**Run 1: placement by cell class**

(3 px per µm)
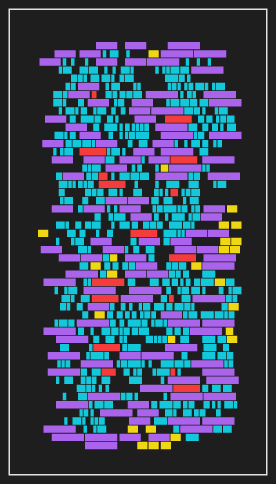
**Run 1: layout detail**

Region (9, 104) to (34, 129) µm. Cells in grey, sequential cells in the stronger grey; small squares are vias.
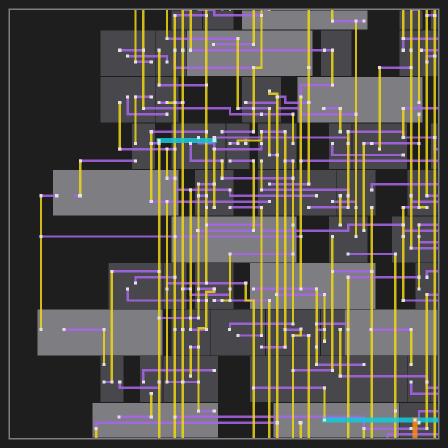
**Run 1: track usage over the die**

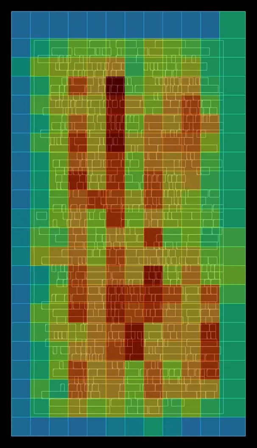
## src/rtl/key_event_gen.sv

```systemverilog
// Turns debounced key levels into single-cycle press/release/long/repeat events
// for three keys sharing one free-running millisecond tick.
module key_event_gen #(
  parameter int unsigned TICK_DIV  = 48_000,
  parameter int unsigned LONG_MS   = 1000,
  parameter int unsigned REPEAT_MS = 200
) (
  input  logic       clk,
  input  logic       rst,
  input  logic [2:0] key_flag,
  output logic [2:0] key_press,
  output logic [2:0] key_release,
  output logic [2:0] key_long,
  output logic [2:0] key_repeat,
  output logic [2:0] key_held,
  output logic [2:0] key_long_held
);

  localparam int unsigned NKEY   = 3;
  localparam int unsigned TICK_W = 32;
  localparam int unsigned CNT_W  = 16;

  localparam logic [TICK_W-1:0] TICK_LAST = TICK_W'(TICK_DIV - 1);
  localparam logic [CNT_W-1:0]  LONG_LAST = CNT_W'(LONG_MS - 1);
  localparam logic [CNT_W-1:0]  REP_LAST  = CNT_W'(REPEAT_MS - 1);
  localparam logic              REP_EN    = (REPEAT_MS != 0);

  typedef enum logic [1:0] {
    ST_IDLE = 2'd0,
    ST_HOLD = 2'd1,
    ST_LONG = 2'd2
  } state_e;

  logic [NKEY-1:0]   s1_q, s2_q, s3_q;
  logic [NKEY-1:0]   rise_c, fall_c;
  logic [TICK_W-1:0] tick_cnt_q, tick_cnt_d;
  logic              tick_c;

  state_e            state_q [NKEY];
  logic [CNT_W-1:0]  cnt_q   [NKEY];
  logic [NKEY-1:0]   press_q, release_q, long_q, repeat_q, long_held_q;

  // Two-flop synchronizer plus a history flop for edge detection
  always_ff @(posedge clk) begin
    if (rst) begin
      s1_q <= '0;
      s2_q <= '0;
      s3_q <= '0;
    end else begin
      s1_q <= key_flag;
      s2_q <= s1_q;
      s3_q <= s2_q;
    end
  end

  assign rise_c = s2_q & ~s3_q;
  assign fall_c = ~s2_q & s3_q;

  // Free-running ms tick; never realigned to key activity
  assign tick_c     = (tick_cnt_q == TICK_LAST);
  assign tick_cnt_d = tick_c ? '0 : tick_cnt_q + TICK_W'(1);

  always_ff @(posedge clk) begin
    if (rst) begin
      tick_cnt_q <= '0;
    end else begin
      tick_cnt_q <= tick_cnt_d;
    end
  end

  // Per-key event FSM; release wins over a same-cycle tick
  always_ff @(posedge clk) begin
    if (rst) begin
      press_q     <= '0;
      release_q   <= '0;
      long_q      <= '0;
      repeat_q    <= '0;
      long_held_q <= '0;
      for (int k = 0; k < NKEY; k++) begin
        state_q[k] <= ST_IDLE;
        cnt_q[k]   <= '0;
      end
    end else begin
      press_q   <= '0;
      release_q <= '0;
      long_q    <= '0;
      repeat_q  <= '0;
      for (int k = 0; k < NKEY; k++) begin
        case (state_q[k])
          ST_IDLE: begin
            if (rise_c[k]) begin
              press_q[k] <= 1'b1;
              cnt_q[k]   <= '0;
              state_q[k] <= ST_HOLD;
            end
          end
          ST_HOLD: begin
            if (fall_c[k]) begin
              release_q[k] <= 1'b1;
              cnt_q[k]     <= '0;
              state_q[k]   <= ST_IDLE;
            end else if (tick_c) begin
              if (cnt_q[k] == LONG_LAST) begin
                long_q[k]      <= 1'b1;
                long_held_q[k] <= 1'b1;
                cnt_q[k]       <= '0;
                state_q[k]     <= ST_LONG;
              end else begin
                cnt_q[k] <= cnt_q[k] + CNT_W'(1);
              end
            end
          end
          ST_LONG: begin
            if (fall_c[k]) begin
              release_q[k]   <= 1'b1;
              long_held_q[k] <= 1'b0;
              cnt_q[k]       <= '0;
              state_q[k]     <= ST_IDLE;
            end else if (tick_c && REP_EN) begin
              if (cnt_q[k] == REP_LAST) begin
                repeat_q[k] <= 1'b1;
                cnt_q[k]    <= '0;
              end else begin
                cnt_q[k] <= cnt_q[k] + CNT_W'(1);
              end
            end
          end
          default: begin
            long_held_q[k] <= 1'b0;
            cnt_q[k]       <= '0;
            state_q[k]     <= ST_IDLE;
          end
        endcase
      end
    end
  end

  assign key_press     = press_q;
  assign key_release   = release_q;
  assign key_long      = long_q;
  assign key_repeat    = repeat_q;
  assign key_held      = s2_q;
  assign key_long_held = long_held_q;

endmodule

```

## config.mk

```make
export PLATFORM = sky130hd
export DESIGN_NAME = key_event_gen
export DESIGN_NICKNAME = d
export VERILOG_FILES = /design/src/rtl/key_event_gen.sv
export SDC_FILE = /design/constraint.sdc
export NUM_CORES = 1
export LEC_CHECK = 0
export CORE_ASPECT_RATIO = 2
export CORE_MARGIN = 8
export CORE_UTILIZATION = 57
export DETAILED_ROUTE_END_ITERATION = 8
export PLACE_DENSITY = 0.76
export REMOVE_ABC_BUFFERS = 1
export SYNTH_ARGS = -nofsm -noshare
export SYNTH_HDL_FRONTEND = slang
export SYNTH_SLANG_ARGS = --single-unit
```

## constraint.sdc

```tcl
create_clock -name clk -period 6.4 [get_ports clk]
set_clock_uncertainty 0.05 [all_clocks]
set_input_delay 0.96 -clock clk [delete_from_list [all_inputs] [get_ports clk]]
set_output_delay 0.96 -clock clk [all_outputs]
set_load 0.05 [all_outputs]
```

==> flow_summary.yaml, run 1 <==
# implementation run metrics
final_layout:
  seq_share_pct: 44.9
  area_growth_pct: 11.0
  final_cells: 686
  nets: 598
  area_share_clock_buf_inv_pct: 4.94
global_routing:
  grt_pass1_vias: 4104
  grt_pass1_wl_mm: 18.7
  grt_max_degree: 31
final_timing:
  whs_ps: 397
  drv_slew: 0
  final.setup.tns_ps: 0
clock_tree:
  cts_setup_buffers: 0
  postCtsHoldBufs: 0
  htree_levels: 3
  cts_buffer_depth: 2
routing:
  drtIter0Drc: 193
  dr_wl_met3_um: 324
  postRouteAntennaNets: 0
placement:
  dpl.hpwl_mm: 7.98
  place_ws_ps: 3080
  place_area_um2: 5780
critical_path:
  critical_path_buf_inv_count: 2
  end_kind: "flop"
  startpoint_type: "input pin"
  cp_max_fo: 28
  worst_r2r_path_depth: 6
  cp.required_ps: 6420
synth:
  topCellsByArea: "edfxtp_1, dfxtp_1, xor2_1, nor2_1, xnor2_1"
  syn_inst: 554
  top_cells_by_count: "nor2_1, dfxtp_1, edfxtp_1, xor2_1, nand2_1"
  yosysUniqueCellTypes: 49
  ys_seq_share_pct: 49.9
  ys.flop_type: "dfxtp_1"
floorplanning:
  tapCellCount: 104
  die_w_um: 85.3
status:
  outcome: "finished clean"
Back to the opening pictures, 'placement by cell class':
| class | colour | cells | share of their area |
|---|---|---|---|
| other buffers and delay cells | yellow | 26 | 4.2% |
| flops | purple | 110 | 46% |
| clock drivers and dummy loads | red | 16 | 5.0% |
| all other logic | cyan | 430 | 45% |
row count: 50
design area: 6080 µm²

Back to the opening pictures, 'layout detail':
| layer | colour |
|---|---|
| met4 | orange |
| met2 | yellow |
| met1 | purple |
| met3 | cyan |
sequential cells in the window: 9
cells with their middle in the window: 42
most frequent: dfxtp_1 (9)
netlist names of flops here include: tick_cnt_q (9)

Back to the opening pictures, 'track usage over the die':
gr usage total: 17.4%
met1 Usage GRT: 17.6%
GR met2 Demand/Resource: 32.8%

run 1: flip-flops by register name, summed over array words and instances (netlist names):
name,count
key_release,3
s3_q,3
s1_q,3
key_long_held,3
key_held,3
tick_cnt_q,32
key_long,3
cnt_q,48
state_q,6
key_press,3
key_repeat,3
run 1: report_power, final:
part	internal (µW)	total (µW)	switching, µW	leakage, µW
combinational	35.4	93.6	58.1	0.00101
clock	313	561	249	0.000148
sequential	763	788	25.0	0.00102
run 1: kinds of logic (layout without fill, tap and decap cells):
| family | count (synthesis) | count (layout) | share of synthesized area, % |
|---|---|---|---|
| AND/OR/NAND/NOR | 302 | 302 | 29.6 |
| adder cells (fa/ha/maj) | 16 | 16 | 3.65 |
| XOR/XNOR | 72 | 72 | 11.5 |
| AND-OR/OR-AND | 22 | 22 | 2.74 |
| flip-flops | 110 | 110 | 49.9 |
| buffers and inverters | 32 | 60 | 2.69 |
run 1: placed cells by master, fill, tap and decap left out, types with 5 or more instances in the layout:
cell type and count:
nor3_1 19, nor2_1 94, xnor2_1 23, a211oi_1 5
ha_1 16, nand3_1 29, nand4_1 25, nor4_1 15
nand2_1 35, and4_1 8, nor2b_1 13, nor4_2 7
nand2b_1 5, and3_1 25, clkbuf_16 9, xor2_1 49
dfxtp_1 57, inv_1 17, edfxtp_1 53, clkdlybuf4s50_1 22
run 1: how the worst min path moves through the flow:
stage                     startpoint     endpoint  cells after the start
after floorplan              s1_q[0]  key_held[0]                      1
after global placement       s1_q[0]  key_held[0]                      1
after detailed placement     s1_q[2]  key_held[2]                      1
after CTS                    s1_q[2]  key_held[2]                      1
after global routing         s1_q[0]  key_held[0]                      1
final                        s1_q[0]  key_held[0]                      1
--- run 2 (diff from run 1) ---
==> constraint.sdc (replaced) <==
create_clock -name clk -period 2.8 [get_ports clk]
set_clock_uncertainty 0.05 [all_clocks]
set_input_delay 0.42 -clock clk [delete_from_list [all_inputs] [get_ports clk]]
set_output_delay 0.42 -clock clk [all_outputs]
set_load 0.05 [all_outputs]
==> flow_summary.yaml, run 2 <==
# implementation run metrics
floorplanning:
  die_h_um: 155
  fp-row-count: 50
  pin_count: 23
  die_w_um: 85.3
synth:
  yosysUniqueCellTypes: 49
  yosysWarnings: 0
  top_cell_area_share_pct: 29.0
  ys_cells: 554
  topCellsByArea: "edfxtp_1, dfxtp_1, xor2_1, nor2_1, xnor2_1"
  ys.flop_type: "dfxtp_1"
  syn_area_um2: 5480
  synth.most_common_cell: "nor2_1"
  top_cells_by_count: "nor2_1, dfxtp_1, edfxtp_1, xor2_1, nand2_1"
  syn_inst: 554
  ys_seq_share_pct: 49.9
power:
  switching_share_pct: 23.9
  power.share.clock_pct: 36.8
  combPwrFrac_pct: 6.8
  p_seq_share_pct: 56.3
  internal_power_uw: 2430
  total_power_uw: 3200
  p_leak_uw: 0.00219
  power_switching_uw: 764
critical_path:
  cp_max_fo: 20
  max_stage_delay_ps: 720
  critical_path_buf_inv_count: 1
  end_kind: "flop"
  crit_arrival_ps: 2520
  startpoint_type: "flop"
  cp.required_ps: 2790
clock_tree:
  cts_tree: "built"
  postCtsHoldBufs: 0
  clk_latency_ps: 350
  postCtsResizedCells: 0
  clkTransAtPathRegs_ps: 70
  cts_setup_buffers: 0
  cts_buffer_depth: 2
  htree_levels: 3
final_layout:
  nets: 603
  regMostFlops: "cnt_q"
  largest_reg_flops: 48
  reg.largest.list: "cnt_q: 48 flops, tick_cnt_q: 32 flops, state_q: 6 flops"
  final_cells: 691
  area_growth_pct: 11.2
  mostFrequentLayoutCell: "nor2_1"
  drive_above_1_share_pct: 7.16
  seq_area_um2: 2730
  lay_top_cells: "nor2_1, dfxtp_1, edfxtp_1, xor2_1, nand2_1"
  n_fill_cell: 779
final_timing:
  whs_ps: 395
  post-route-period-util_pct: 90.5
  fmax_mhz: 395
  worst_slew_pin_slew_ps: 741
  drv_slew: 0
  final-hold-violation-count: 0
min_path:
  hp-class: "flop to flop"
routing:
  vias: 4084
  postRouteAntennaNets: 0
  drtIter0Drc: 274
global_routing:
  grt_pass1_wl_mm: 19.1
  grt_max_degree: 31
  grt.overflow.total: 0
  grt_pass1_vias: 4153
placement:
  dpl.hpwl_mm: 8.32
  io_buffers: 22
  place_area_um2: 5820
status:
  outcome: "finished clean"
==> run 2: metrics by stage <==
step | util, % | TNS (ps) | worst slack [ps]
after floorplan | - | -14350 | -425
after CTS | 64.9 | 0 | 284
after global routing | 64.9 | 0 | 114
final | 64.9 | 0 | 266
after global placement | 62.0 | 0 | 331
after detailed placement | 62.0 | 0 | 309
==> run 2: power by group through the flow <==
stage                     Combinational [µW]  Sequential (µW)  Clock [µW]
after floorplan                          141             1830           0
after CTS                                218             1800        1210
after global placement                   211             1830           0
after global routing                     241             1810        1270
final                                    218             1800        1180
after detailed placement                 216             1840           0
==> run 2: area by class of cell <==
class	count	area share, %
sequential	110	44.8
multi-input combinational	412	42.7
timing repair buffer	31	4.72
clock buffer	9	3.70
tap	104	2.14
inverter	18	1.11
clock inverter	7	0.821
==> run 2: final timing paths <==
check / from / endpoint / slack (ps) / cells after the start
worst max-delay path: tick_cnt_q[22] / cnt_q[0][2] / 270 / 5
worst min-delay path: s1_q[0] / key_held[0] / 390 / 1
worst max register to register: tick_cnt_q[22] / cnt_q[0][2] / 270 / 5
worst min register to register: s1_q[0] / key_held[0] / 390 / 1
==> run 2: per-layer routing <==
metal  vias up  global-route usage [%]  wire length, µm
li1       2014                       -                -
met1      1988                    18.0             4410
met2        62                    33.7             6400
met3        20                    2.81              276
met4         0                    8.59              254
met5         -                       0                0
==> run 2: cells by family after synthesis <==
family                   after synthesis  synth area share, %
buffers and inverters                 32                 2.69
AND/OR/NAND/NOR                      302                 29.6
adder cells (fa/ha/maj)               16                 3.65
AND-OR/OR-AND                         22                 2.74
XOR/XNOR                              72                 11.5
flip-flops                           110                 49.9
**Run 2: track usage over the die**

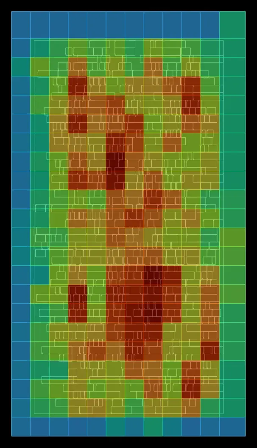
M3 GR Usage: 2.81%
GR met2 Demand/Resource: 33.7%
wire per inst: 16.4 µm
gr usage total: 17.7%
final core occ: 64.9%

**Run 2: layout detail**

Region (9, 104) to (34, 129) µm. Cells in grey, sequential cells in the stronger grey; small squares are vias.
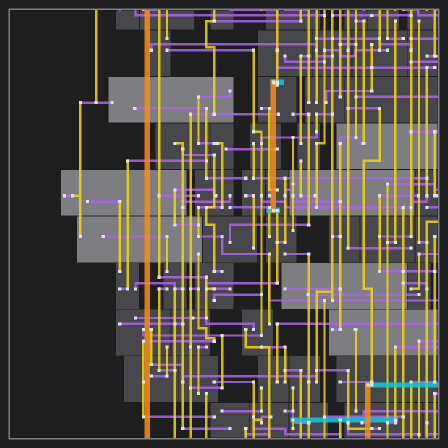
| layer | colour |
|---|---|
| met2 | yellow |
| met3 | cyan |
| met4 | orange |
| met1 | purple |
sequential cells in the window: 7
cells with their middle in the window: 44
most frequent: nor2_1 (7), dfxtp_1 (7), nand4_1 (6)
netlist names of flops here include: tick_cnt_q (7)

**Run 2: cell sizes after repair**

(3 px per µm)
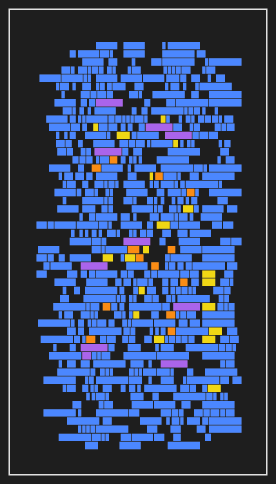
| size | colour | cells | most used |
|---|---|---|---|
| drive 2 | yellow | 19 | nor4_2 |
| drive 1 or less | blue | 545 | nor2_1 |
| drive 3 to 4 | orange | 13 | buf_4 |
| drive 6 and up | purple | 10 | clkbuf_16 |
design area: 6090 µm²
bufs w/o clock: 31
Final WS setup: 266 ps

--- run 3 (diff from run 2) ---
--- a/config.mk
+++ b/config.mk
@@ -5,6 +5,7 @@
 export SDC_FILE = /design/constraint.sdc
 export NUM_CORES = 1
 export LEC_CHECK = 0
+export CAP_MARGIN = 20
 export CORE_ASPECT_RATIO = 2
 export CORE_MARGIN = 8
 export CORE_UTILIZATION = 57
==> flow_summary.yaml, run 3 <==
# implementation run metrics
clock_tree:
  clkTransAtPathRegs_ps: 70
  cts_buffer_depth: 2
  postCtsHoldBufs: 0
  clk_latency_ps: 350
  clock-sinks: 110
  postCtsResizedCells: 0
  htree_levels: 3
  root_buffer: "clkbuf_16"
  cts_tree: "built"
  cts_setup_buffers: 0
critical_path:
  cp_max_fo: 20
  worst_r2r_path_depth: 5
  path_class: "flop to flop"
  crit_path_end: "cnt_q[0][2]"
  critical_path_buf_inv_count: 1
  r2r_end: "cnt_q[0][2]"
  path_depth: 5
  startpoint: "tick_cnt_q[22]"
  path_delay_family: "simple AND/OR/NAND/NOR gates"
  startpoint_type: "flop"
  regToRegStartpoint: "tick_cnt_q[22]"
  crit_arrival_ps: 2520
  max_stage_delay_ps: 720
  cp.required_ps: 2790
  reg2reg_slack_ps: 270
  end_kind: "flop"
global_routing:
  grt_pass1_wl_mm: 19.1
  grt_usage_pct: 17.7
  grt.overflow.total: 0
  grt_max_degree: 31
  grt_pass1_vias: 4153
synth:
  top_cells_by_count: "nor2_1, dfxtp_1, edfxtp_1, xor2_1, nand2_1"
  edf_count: 53
  yosysUniqueCellTypes: 49
  topCellsByArea: "edfxtp_1, dfxtp_1, xor2_1, nor2_1, xnor2_1"
  ys_cells: 554
  ys_seq_share_pct: 49.9
  top_area_cell: "edfxtp_1"
  syn_inst: 554
  ys.flop_type: "dfxtp_1"
  syn_area_um2: 5480
  top_cell_area_share_pct: 29.0
  yosys-stat-area_um2: 5480
  yosysWarnings: 0
  synth.most_common_cell: "nor2_1"
final_timing:
  drv_slew: 0
  fmax_mhz: 395
  worst_slew_pin_slew_ps: 741
  final-hold-violation-count: 0
  final.setup.tns_ps: 0
  max-slew-margin-rel_pct: 50.2
  post-route-period-util_pct: 90.5
  rsz0062_at_grt: "no"
  setup_viol: 0
  whs_ps: 395
placement:
  place_area_um2: 5820
  dpl.hpwl_mm: 8.32
  io_buffers: 22
  place.gp.congestion: 0.872
power:
  power_density_nw_per_um2: 525
  p_leak_uw: 0.00219
  ir_worst_vdd_mv: 0.369
final_layout:
  final_cells: 691
  lay_top_cells: "nor2_1, dfxtp_1, edfxtp_1, xor2_1, nand2_1"
  reg.largest.list: "cnt_q: 48 flops, tick_cnt_q: 32 flops, state_q: 6 flops"
  final_core_util_pct: 64.9
  mostFrequentLayoutCell: "nor2_1"
  fin_area_um2: 6090
  largest_reg_flops: 48
  nets: 603
  drive_above_1_share_pct: 7.16
  regMostFlops: "cnt_q"
  n_fill_cell: 779
  area_growth_pct: 11.2
job:
  cap_violations: 0
routing:
  dr.pass1.iters: 5
  postRouteAntennaNets: 0
  wl_per_cell_um: 16.4
  drtIter0Drc: 274
floorplanning:
  die_h_um: 155
  pin_count: 23
  fp-row-count: 50
  die_w_um: 85.3
min_path:
  hp-class: "flop to flop"
status:
  outcome: "finished clean"
[run 3: cell counts after synthesis]
Identical to the previous run, type by type.
[run 3: through the flow]
stage | worst slack [ps] | power (µW)
after global routing | 114 | 3320
after global placement | 331 | 2040
after detailed placement | 309 | 2050
after floorplan | -425 | 1970
after CTS | 284 | 3230
final | 266 | 3200
[run 3: cell families (layout without fill, tap and decap cells)]
logic type	Yosys count	after routing	synth area share (%)
and+or+nand+nor	302	302	29.6
DFF	110	110	49.9
xor gates and xnor gates	72	72	11.5
buffers and inverters	32	65	2.69
AOI/OAI and AO/OA	22	22	2.74
adders and majority gates	16	16	3.65
[run 3: routing by layer]
| metal | global-route usage, % | up-vias | wire, µm |
|---|---|---|---|
| li1 | - | 2014 | - |
| met1 | 18.0 | 1988 | 4410 |
| met2 | 33.7 | 62 | 6400 |
| met3 | 2.81 | 20 | 276 |
| met4 | 8.59 | 0 | 254 |
| met5 | 0 | - | 0 |
[run 3: final cells by class]
cell class	count	area, µm²	share of cell area, %
flip-flops and latches	110	2730	44.8
multi-input cells	412	2600	42.7
repair buffers	31	288	4.72
clock buffers	9	225	3.70
well taps	104	130	2.14
inverters	18	67.6	1.11
clock inverters	7	50.0	0.821
[run 3: worst min-delay path by stage]
stage | to | depth (start not counted) | startpoint
after CTS | key_held[0] | 1 | s1_q[0]
after detailed placement | key_held[0] | 1 | s1_q[0]
after global placement | key_held[0] | 1 | s1_q[0]
after global routing | key_held[1] | 1 | s1_q[1]
final | key_held[0] | 1 | s1_q[0]
after floorplan | key_held[0] | 1 | s1_q[0]
[run 3: report_power, final]
| group | internal, µW | switching [µW] | total (µW) |
|---|---|---|---|
| clock | 606 | 572 | 1180 |
| sequential | 1740 | 57.9 | 1800 |
| combinational | 84.4 | 134 | 218 |
**Run 3: placement by cell class**

(3 px per µm)
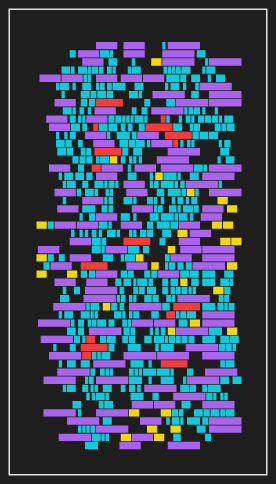
| class | colour | cells | share of their area |
|---|---|---|---|
| clock drivers and dummy loads | red | 16 | 4.6% |
| all other logic | cyan | 430 | 45% |
| other buffers and delay cells | yellow | 31 | 4.8% |
| flops | purple | 110 | 46% |
flop share of the area: 44.8%
core area: 9380 µm²

**Run 3: layout detail**

Region (9, 104) to (34, 129) µm. Cells in grey, sequential cells in the stronger grey; small squares are vias.
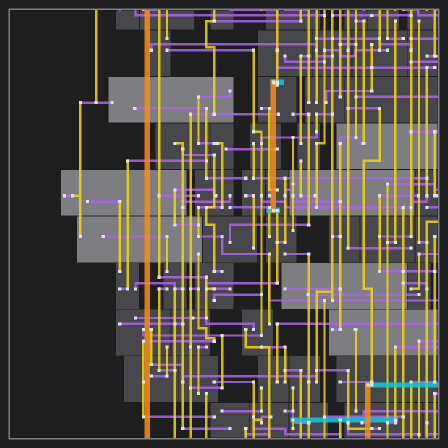
| layer | colour |
|---|---|
| met4 | orange |
| met2 | yellow |
| met3 | cyan |
| met1 | purple |
most frequent: nor2_1 (7), dfxtp_1 (7), nand4_1 (6)
cells with their middle in the window: 44
netlist names of flops here include: tick_cnt_q (7)
sequential cells in the window: 7

**Run 3: metal 1**

(4 px per µm)
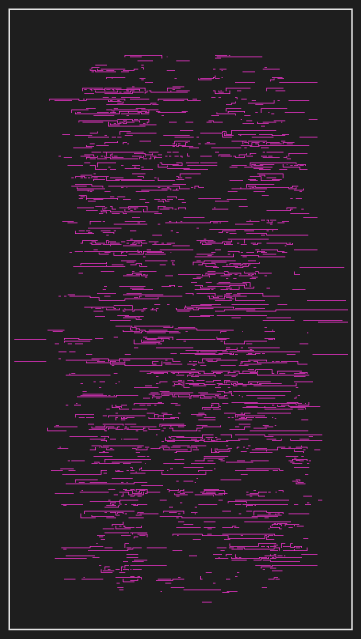
main direction: horizontal
nets with wire on the layer: 567
share of all routed wire: 39%
longest straight run: 18.9 µm
Detailed Route WL: 11.3 mm
vias post-DR: 4,084
met1 Usage GRT: 18.0%

No activity file was given, so power comes from the tool's default toggle rates.
